$ cat config.mk
export PLATFORM = sky130hd
export DESIGN_NAME = hack_pc
export DESIGN_NICKNAME = d
export VERILOG_FILES = /design/src/rtl/hack_pc.sv
export SDC_FILE = /design/constraint.sdc
export NUM_CORES = 1
export LEC_CHECK = 0
export CELL_PAD_IN_SITES_DETAIL_PLACEMENT = 1
export CELL_PAD_IN_SITES_GLOBAL_PLACEMENT = 1
export CORE_MARGIN = 3
export CORE_UTILIZATION = 32
export CTS_CLUSTER_DIAMETER = 50
export DETAILED_ROUTE_END_ITERATION = 8
export GPL_ROUTABILITY_DRIVEN = 0
export GPL_TIMING_DRIVEN = 0
export PLACE_DENSITY_LB_ADDON = 0.1
export SLEW_MARGIN = 20
export SYNTH_ARGS = -nofsm -noshare
export SYNTH_HDL_FRONTEND = slang
export SYNTH_SLANG_ARGS = --single-unit
export TNS_END_PERCENT = 20
$ cat constraint.sdc
create_clock -name clk -period 1.75 [get_ports clk]
set_clock_uncertainty 0.05 [all_clocks]
set_input_delay 0.175 -clock clk [delete_from_list [all_inputs] [get_ports clk]]
set_output_delay 0.175 -clock clk [all_outputs]
set_load 0.01 [all_outputs]
$ cat src/rtl/hack_pc.sv
`default_nettype none
// ============================================================================
//  Module   : hack_pc
//  Purpose  : Hack CPU program counter with built-in jump decode and
//             detection of the terminal jump-to-self idle loop.
//  Revision : 1.0  initial release
// ============================================================================
module hack_pc #(
    parameter int WIDTH      = 16,
    parameter int HALT_COUNT = 2
) (
    input  logic             clk,
    input  logic             reset,
    input  logic [WIDTH-1:0] in,
    input  logic             load,
    input  logic             inc,
    input  logic             jmp_en,
    input  logic [2:0]       jbits,
    input  logic             zr,
    input  logic             ng,
    output logic [WIDTH-1:0] out,
    output logic             halted
);

    localparam int                  c_cnt_w   = $clog2(HALT_COUNT + 1);
    localparam logic [c_cnt_w-1:0]  c_halt    = c_cnt_w'(HALT_COUNT);
    localparam logic [c_cnt_w-1:0]  c_cnt_one = c_cnt_w'(1);
    localparam logic [WIDTH-1:0]    c_pc_one  = WIDTH'(1);

    logic [WIDTH-1:0]   r_out;
    logic               r_halted;
    logic [c_cnt_w-1:0] r_cnt;

    logic               w_jump_taken;
    logic               w_load_eff;
    logic               w_self_jump;
    logic               w_pc_moves;
    logic [c_cnt_w-1:0] w_cnt_next;

    // {j1,j2,j3} select the lt / eq / gt relations of the ALU result.
    assign w_jump_taken = jmp_en & ((jbits[2] & ng) |
                                    (jbits[1] & zr) |
                                    (jbits[0] & ~ng & ~zr));
    assign w_load_eff   = load | w_jump_taken;
    assign w_self_jump  = w_load_eff & (in == r_out);
    assign w_pc_moves   = (w_load_eff & (in != r_out)) | (~w_load_eff & inc);

    always_comb begin
        w_cnt_next = r_cnt;
        if (w_self_jump) begin
            if (r_cnt != c_halt) begin
                w_cnt_next = r_cnt + c_cnt_one;
            end
        end else if (w_pc_moves) begin
            w_cnt_next = '0;
        end
    end

    always_ff @(posedge clk) begin
        if (reset) begin
            r_out    <= '0;
            r_cnt    <= '0;
            r_halted <= 1'b0;
        end else begin
            if (w_load_eff) begin
                r_out <= in;
            end else if (inc) begin
                r_out <= r_out + c_pc_one;
            end
            r_cnt    <= w_cnt_next;
            r_halted <= (w_cnt_next == c_halt);
        end
    end

    assign out    = r_out;
    assign halted = r_halted;

endmodule
`default_nettype wire

**Signal metal coverage by tile**

The bar under the picture is 20 um long. 14 x 14 tiles, from black (low) to pale yellow (high), scaled to the fullest tile. Values are wire area over tile area, all layers added.
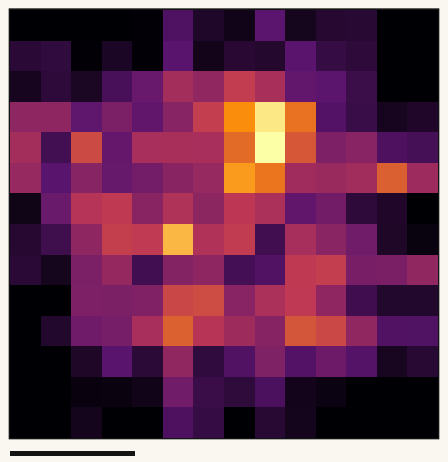
emptiest ninth of the die: bottom left
mean over tiles: 0.12
densest ninth of the die: middle
nearly empty tiles: 17%
fullest tile: 0.49
DR WL/cell: 15.7 um
overall global routing resource usage: 0.165
routed vias: 1233
Detailed Route WL: 3710 um

**Sequential cells grouped by signal name**

Other sequential cells in the stronger gray, the rest of the logic in the fainter gray.
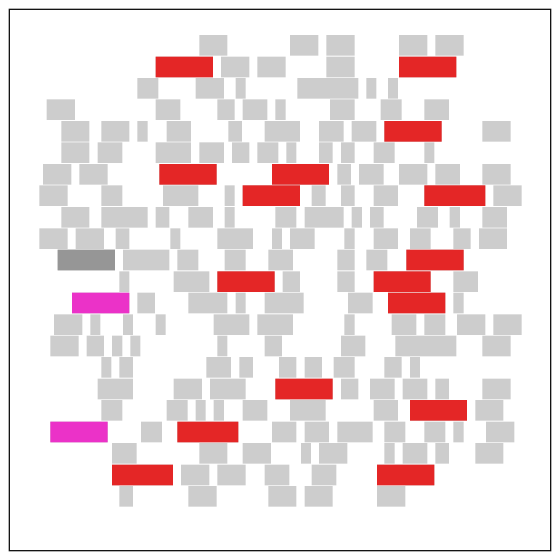
| name in the netlist | color | sequential cells |
|---|---|---|
| `out` | red | 16 |
| `r_cnt` | magenta | 2 |
fraction of area in registers: 0.212
Core Util, Final: 0.488

**Cells colored by class**

Fill, decap, tap and diode cells in gray.
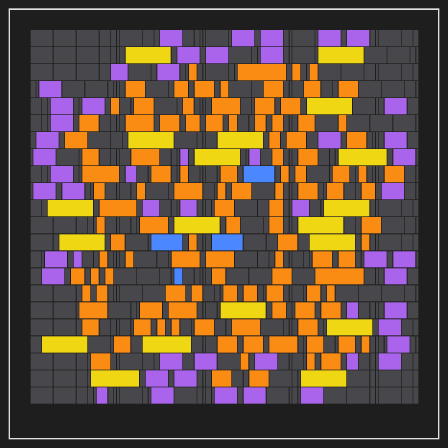
| class | color | cells | share of their area |
|---|---|---|---|
| other buffers and delay cells | purple | 52 | 27% |
| all other logic | orange | 113 | 49% |
| flip-flops | yellow | 19 | 22% |
| clock drivers and dummy loads | blue | 4 | 2.6% |
Core Box Area: 0.00372 mm2
fin area: 0.00181 mm2
num rows: 22

==> results.yml <==
# implementation run metrics
outcome:
  status: "finished, final reports clean"
synth:
  fp_nets: 171
  synth_seq_share: 0.305
  aoi_share: 0.152
  netlist_area_mm2: 0.00125
  avgSynthCellArea_um2: 8.71
  ys_area_mm2: 0.00125
  top_cell_area_share: 0.305
  ff_type: "dfxtp_1"
  adder_share: 0.0201
  edf_count: 0
  logic_family: "simple AND/OR/NAND/NOR gates"
  synth_warnings: 0
  most_common_cell: "xor2_1"
cts:
  tritoncts: "done"
  root_buffer: "clkbuf_8"
  cts_resized: 1
  cts_setup_buffers: 0
  ctsHoldBuffers: 0
layout:
  final_layout_top_logic_cells: "clkdlybuf4s50_1, xor2_1, nor2_1"
  nets: 217
  sh_comb_area: 0.459
  register_area_um2: 384
  ff_count: 19
  comb_area_um2: 831
  layout_top_cell: "clkdlybuf4s50_1"
worst_setup_path:
  crit_chain: "buf_2, xor2_1, nor4_2, nand4_1, buf_4, o41ai_2"
  max_stage_delay_ns: 0.32
  crit_cells: 6
  worstRegToRegCells: 6
  worstSetupPathType: "reg2reg"
  crit_fanout: 5
  cp-endpoint: "halted"
  critPathLaunch: "out[3]"
  worstReg2RegEnd: "halted"
grt:
  grt_pass1_vias: 1226
  grt_max_degree: 11
  grt_pass1_wl_um: 5690
  grt.overflow.total: 0
  use_met3: 0.0312
  antenna_found_initial: 0
  grt-busiest-layer: "met2"
power_and_ir_drop:
  p_int_uw: 807
  power_switching_uw: 355
  power_leader: "sequential cells"
  comb-power_uw: 331
  p_total_mw: 1.16
min_path:
  worstHoldStart: "inc"
  hold_depth: 3
place:
  dpl.hpwl_um: 2940
  placedCellCount: 232
  port_buffers: 41
detailed_routing:
  wl_met3_um: 174
  drc: 0
  top_layer: "met4"
  met1Wirelength_um: 1600
  ant_nets: 0
run:
  warnings: 27
die:
  pin_count: 43
  die_h_um: 68.4
  die_x_um: 68.4
timing:
  worstMarginPinSlew_ns: 0.558
  hold_viol: 0
  setup_tns_ns: 0
  whs_ns: 0.284
